`src/rtl/ula_pkg.sv`:
```
// Shared definitions for the ALU controller: opcode map, FSM encoding and
// opcode classification helpers used by the controller and the ALU.
package ula_pkg;

    localparam int unsigned CNT_W = 4;

    localparam logic [3:0] OP_SOMA  = 4'h0;
    localparam logic [3:0] OP_SUB   = 4'h1;
    localparam logic [3:0] OP_MULT  = 4'h2;
    localparam logic [3:0] OP_QUOC  = 4'h3;
    localparam logic [3:0] OP_RESTO = 4'h4;
    localparam logic [3:0] OP_AND   = 4'h6;
    localparam logic [3:0] OP_OR    = 4'h7;
    localparam logic [3:0] OP_NAND  = 4'h8;
    localparam logic [3:0] OP_NOR   = 4'h9;
    localparam logic [3:0] OP_XOR   = 4'hA;
    localparam logic [3:0] OP_NOT   = 4'hB;

    typedef enum logic [1:0] {
        ST_IDLE = 2'd0,
        ST_EXEC = 2'd1,
        ST_RESP = 2'd2
    } state_t;

    // Ops that take the multi-cycle path
    function automatic logic is_muldiv(input logic [3:0] op);
        return (op == OP_MULT) || (op == OP_QUOC) || (op == OP_RESTO);
    endfunction

    // Holes in the opcode map
    function automatic logic is_illegal(input logic [3:0] op);
        return (op == 4'h5) || (op >= 4'hC);
    endfunction

endpackage

```
`src/rtl/ula_8bits.sv`:
```
// 8-bit ALU, purely combinational.
// Ports: A, B operands; Sel_Op opcode; Resultado 16-bit result;
//        Maior/Menor/Igual unsigned comparison of A vs B.
module ula_8bits
    import ula_pkg::*;
(
    input  logic [7:0]  A,
    input  logic [7:0]  B,
    input  logic [3:0]  Sel_Op,
    output logic [15:0] Resultado,
    output logic        Maior,
    output logic        Menor,
    output logic        Igual
);

    always_comb begin
        Resultado = '0;
        case (Sel_Op)
            OP_SOMA:  Resultado = 16'(A) + 16'(B);
            OP_SUB:   Resultado = 16'(A) - 16'(B);
            OP_MULT:  Resultado = 16'(A) * 16'(B);
            OP_QUOC:  if (B != 8'd0) Resultado = 16'(A / B);
            OP_RESTO: if (B != 8'd0) Resultado = 16'(A % B);
            OP_AND:   Resultado = 16'(A & B);
            OP_OR:    Resultado = 16'(A | B);
            OP_NAND:  Resultado = 16'(~(A & B));
            OP_NOR:   Resultado = 16'(~(A | B));
            OP_XOR:   Resultado = 16'(A ^ B);
            OP_NOT:   Resultado = 16'(~A);
            default:  Resultado = '0;
        endcase
    end

    assign Maior = (A > B);
    assign Menor = (A < B);
    assign Igual = (A == B);

endmodule

```
`src/rtl/ula_rr_arb2.sv`:
```
// Two-way round-robin arbiter. Priority flips to the other requester on
// every accept, so contention alternates grants.
// Ports: valid[1:0] requests; enable arbitration window; grant[1:0] one-hot
//        (combinational); grant_id index of the winner.
module ula_rr_arb2 (
    input  logic       clk,
    input  logic       rst_n,
    input  logic [1:0] valid,
    input  logic       enable,
    output logic [1:0] grant,
    output logic       grant_id
);

    logic prio_q;
    logic accept;

    // Sole requester wins; on contention the prioritised one wins
    always_comb begin
        grant_id = (valid == 2'b11) ? prio_q : valid[1];
        accept   = enable && (valid != 2'b00);
        grant    = 2'b00;
        if (accept) begin
            grant = grant_id ? 2'b10 : 2'b01;
        end
    end

    always_ff @(posedge clk or negedge rst_n) begin
        if (!rst_n) begin
            prio_q <= 1'b0;
        end else if (accept) begin
            prio_q <= ~grant_id;
        end
    end

endmodule

```
`src/rtl/ula_ctrl_arb.sv`:
```
// Shares one ula_8bits between two valid/ready requesters. Accepts one op
// at a time, holds operands for the op's execution time, then presents the
// registered result on the response channel until it is taken.
// Ports: clk, rst_n; Req0_*/Req1_* request channels (Valid, Ready, A, B, Op);
//        Resp_Valid/Resp_Ready handshake; Resp_Id, Resp_Resultado,
//        Resp_Maior/Menor/Igual, Resp_Erro response payload.
module ula_ctrl_arb
    import ula_pkg::*;
#(
    parameter int unsigned MULDIV_CYCLES = 3,
    parameter int unsigned ALU_CYCLES    = 1
) (
    input  logic        clk,
    input  logic        rst_n,
    input  logic        Req0_Valid,
    output logic        Req0_Ready,
    input  logic [7:0]  Req0_A,
    input  logic [7:0]  Req0_B,
    input  logic [3:0]  Req0_Op,
    input  logic        Req1_Valid,
    output logic        Req1_Ready,
    input  logic [7:0]  Req1_A,
    input  logic [7:0]  Req1_B,
    input  logic [3:0]  Req1_Op,
    output logic        Resp_Valid,
    input  logic        Resp_Ready,
    output logic        Resp_Id,
    output logic [15:0] Resp_Resultado,
    output logic        Resp_Maior,
    output logic        Resp_Menor,
    output logic        Resp_Igual,
    output logic        Resp_Erro
);

    state_t             state_q, state_d;
    logic [CNT_W-1:0]   cnt_q, cnt_d;
    logic [7:0]         a_q, a_d, b_q, b_d;
    logic [3:0]         op_q, op_d;
    logic               id_q, id_d;
    logic               rvalid_q, rvalid_d;
    logic               rid_q, rid_d;
    logic [15:0]        rres_q, rres_d;
    logic               rmaior_q, rmaior_d, rmenor_q, rmenor_d, rigual_q, rigual_d;
    logic               rerro_q, rerro_d;

    logic [1:0]         grant;
    logic               grant_id;
    logic               arb_en;
    logic               accept;
    logic [7:0]         sel_a, sel_b;
    logic [3:0]         sel_op;
    logic               reject;
    logic [15:0]        alu_res;
    logic               alu_maior, alu_menor, alu_igual;

    // Arbitration only in IDLE; reset also forces the Ready outputs low
    assign arb_en = (state_q == ST_IDLE) && rst_n;
    assign accept = arb_en && (Req0_Valid || Req1_Valid);

    ula_rr_arb2 u_arb (
        .clk      (clk),
        .rst_n    (rst_n),
        .valid    ({Req1_Valid, Req0_Valid}),
        .enable   (arb_en),
        .grant    (grant),
        .grant_id (grant_id)
    );

    assign Req0_Ready = grant[0];
    assign Req1_Ready = grant[1];

    assign sel_a  = grant_id ? Req1_A  : Req0_A;
    assign sel_b  = grant_id ? Req1_B  : Req0_B;
    assign sel_op = grant_id ? Req1_Op : Req0_Op;
    assign reject = is_illegal(sel_op) ||
                    (((sel_op == OP_QUOC) || (sel_op == OP_RESTO)) && (sel_b == 8'd0));

    // ALU sees only the captured operands, so its inputs are frozen in EXEC
    ula_8bits u_alu (
        .A         (a_q),
        .B         (b_q),
        .Sel_Op    (op_q),
        .Resultado (alu_res),
        .Maior     (alu_maior),
        .Menor     (alu_menor),
        .Igual     (alu_igual)
    );

    // Next-state and response-register logic
    always_comb begin
        state_d  = state_q;
        cnt_d    = cnt_q;
        a_d      = a_q;
        b_d      = b_q;
        op_d     = op_q;
        id_d     = id_q;
        rvalid_d = rvalid_q;
        rid_d    = rid_q;
        rres_d   = rres_q;
        rmaior_d = rmaior_q;
        rmenor_d = rmenor_q;
        rigual_d = rigual_q;
        rerro_d  = rerro_q;

        case (state_q)
            ST_IDLE: begin
                if (accept) begin
                    a_d  = sel_a;
                    b_d  = sel_b;
                    op_d = sel_op;
                    id_d = grant_id;
                    if (reject) begin
                        // Rejected ops skip the ALU entirely
                        state_d  = ST_RESP;
                        rvalid_d = 1'b1;
                        rid_d    = grant_id;
                        rres_d   = '0;
                        rerro_d  = 1'b1;
                        rmaior_d = (sel_a > sel_b);
                        rmenor_d = (sel_a < sel_b);
                        rigual_d = (sel_a == sel_b);
                    end else begin
                        state_d = ST_EXEC;
                        cnt_d   = is_muldiv(sel_op) ? CNT_W'(MULDIV_CYCLES - 1)
                                                    : CNT_W'(ALU_CYCLES - 1);
                    end
                end
            end
            ST_EXEC: begin
                if (cnt_q == '0) begin
                    state_d  = ST_RESP;
                    rvalid_d = 1'b1;
                    rid_d    = id_q;
                    // Only the product uses the upper result byte
                    rres_d   = (op_q == OP_MULT) ? alu_res : {8'h00, alu_res[7:0]};
                    rerro_d  = 1'b0;
                    rmaior_d = alu_maior;
                    rmenor_d = alu_menor;
                    rigual_d = alu_igual;
                end else begin
                    cnt_d = cnt_q - CNT_W'(1);
                end
            end
            ST_RESP: begin
                if (Resp_Ready) begin
                    state_d  = ST_IDLE;
                    rvalid_d = 1'b0;
                end
            end
            default: begin
                state_d  = ST_IDLE;
                rvalid_d = 1'b0;
            end
        endcase
    end

    always_ff @(posedge clk or negedge rst_n) begin
        if (!rst_n) begin
            state_q  <= ST_IDLE;
            cnt_q    <= '0;
            a_q      <= '0;
            b_q      <= '0;
            op_q     <= '0;
            id_q     <= 1'b0;
            rvalid_q <= 1'b0;
            rid_q    <= 1'b0;
            rres_q   <= '0;
            rmaior_q <= 1'b0;
            rmenor_q <= 1'b0;
            rigual_q <= 1'b0;
            rerro_q  <= 1'b0;
        end else begin
            state_q  <= state_d;
            cnt_q    <= cnt_d;
            a_q      <= a_d;
            b_q      <= b_d;
            op_q     <= op_d;
            id_q     <= id_d;
            rvalid_q <= rvalid_d;
            rid_q    <= rid_d;
            rres_q   <= rres_d;
            rmaior_q <= rmaior_d;
            rmenor_q <= rmenor_d;
            rigual_q <= rigual_d;
            rerro_q  <= rerro_d;
        end
    end

    assign Resp_Valid     = rvalid_q;
    assign Resp_Id        = rid_q;
    assign Resp_Resultado = rres_q;
    assign Resp_Maior     = rmaior_q;
    assign Resp_Menor     = rmenor_q;
    assign Resp_Igual     = rigual_q;
    assign Resp_Erro      = rerro_q;

endmodule

```
`config.mk`:
```
export PLATFORM = sky130hd
export DESIGN_NAME = ula_ctrl_arb
export DESIGN_NICKNAME = d
export VERILOG_FILES = /design/src/rtl/ula_pkg.sv /design/src/rtl/ula_8bits.sv /design/src/rtl/ula_rr_arb2.sv /design/src/rtl/ula_ctrl_arb.sv
export SDC_FILE = /design/constraint.sdc
export NUM_CORES = 1
export LEC_CHECK = 0
export ABC_CLOCK_PERIOD_IN_PS = 40900
export CAP_MARGIN = 15
export CORE_MARGIN = 1
export CORE_UTILIZATION = 63
export DETAILED_ROUTE_END_ITERATION = 7
export PLACE_DENSITY = 0.83
export SYNTH_ARGS = -nofsm -noshare
export SYNTH_HDL_FRONTEND = slang
export SYNTH_SLANG_ARGS = --single-unit
export TNS_END_PERCENT = 100
```
`constraint.sdc`:
```
create_clock -name clk -period 40.9 [get_ports clk]
set_input_delay 12.27 -clock clk [delete_from_list [all_inputs] [get_ports clk]]
set_output_delay 12.27 -clock clk [all_outputs]
set_load 0.005 [all_outputs]
```
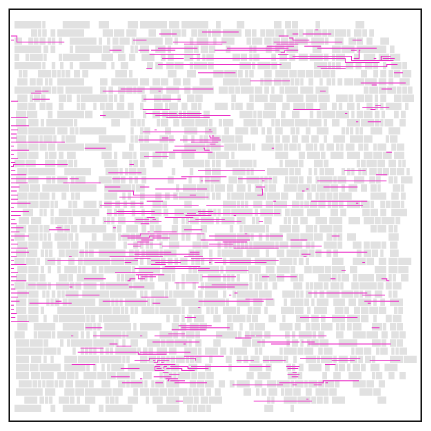
Fig. 1. The metal 3 layer.
(3 px per um) Cells faint in the background.
- nets with wire on the layer: 220
- wire length on this layer: 2790 um
- longest straight run: 52.9 um
- share of all routed wire: 8.3%
- main direction: horizontal
via count of the routed design: 11.6k
total length of routed wires: 33.6 mm
grt met3 use: 5.41%

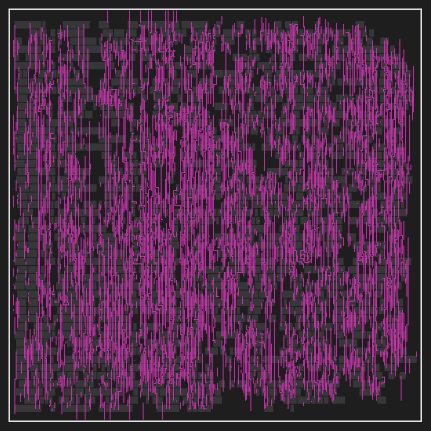
Fig. 2. Metal 2.
(3 px per um) Cells faint in the background.
- nets with wire on the layer: 1524
- wire length on this layer: 15400 um
GR met2 Demand/Resource: 61.7%

==> summary.rpt <==
=================================================================================================
Final worst-path setup slack .......................................................      8.35 ns
Gate count after technology mapping ................................................         1490
Clock-pin transition on the worst setup and hold timing paths ......................      0.08 ns
Worst setup startpoint .............................................................       b_q[1]
Mux area share .....................................................................        5.18%
Sink of the worst hold path ........................................................ Resp_Resultado[12]
Launch point of the worst reg-to-reg path ..........................................       b_q[1]
Area enclosed by the die boundary ..................................................    18700 um2
Run status ......................................................................... finished clean
Remaining DRCs .....................................................................            0
Number of logic gates ..............................................................         1291
Final instance count without filler cells ..........................................         1771
Post-synthesis share of cell area spent on xor and xnor gates ......................        4.82%
Number of buffers added to fix hold violations after cts ...........................            0
Type of the tightest min-delay check ............................................... flop to flop
Violation count after the first detailed-route iteration ...........................         1108
Sequential share of cell area ......................................................        9.96%
Worst hold path stage count ........................................................            2
Summed instance area of the synthesized netlist ....................................    11500 um2
Highest layer used for signal routing ..............................................         met4
Number of ordinary and repair buffers in the finished layout .......................           86
CP Max Fanout ......................................................................           23
Max Cap Viol .......................................................................            0
Area of the multi-input gates ......................................................     9640 um2
Number of distinct library cell variants in the gate-level netlist after synthesis .           97
Number of flip-flops in the largest register .......................................           16
Final setup viols ..................................................................            0
Clock skew .........................................................................    0.0117 ns
Clock-cell share of area ...........................................................        1.23%
Tally of yosys warning messages ....................................................            0
Biggest cell category by area in the final layout ..................................  logic gates
=================================================================================================
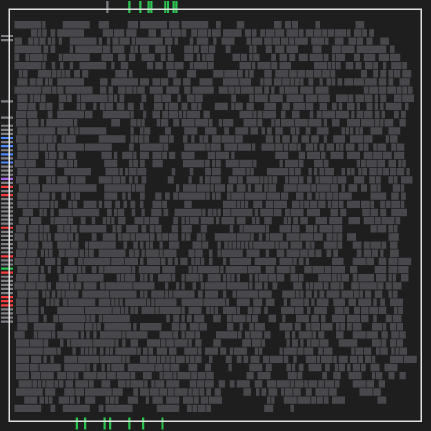
Fig. 3. Pin placement.
(3 px per um) Pins as bars across the die edge, other pins in grey.
- blue: Req1_Op (pins 4; direction input; edge west)
- purple: Resp_Id (pins 1; direction output; edge west)
- green: Resp_Resultado (pins 16; direction output; edge 8 north, 7 south, 1 west)
- red: Req1_B (pins 8; direction input; edge west)
- all pins by edge: 53 west, 9 north, 7 south
die extent in y: 137 um
die x size: 137 um

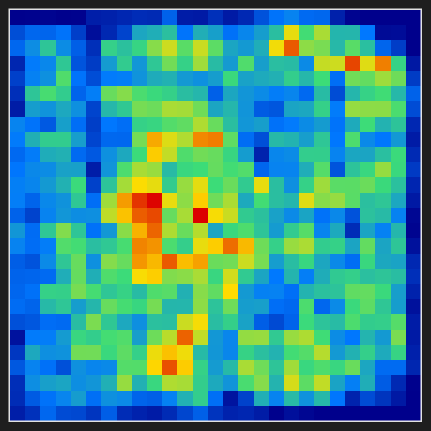
Fig. 4. Signal metal coverage by tile.
(3 px per um) 27 x 27 tiles, from dark blue (low) to red (high), scaled to the fullest tile. Values are wire area over tile area, all layers added.
- fullest tile: 0.77
- nearly empty tiles: 3.4%
- densest ninth of the die: centre
GR Util All Layers: 37.0%
detail-routed net length per standard cell: 19.0 um

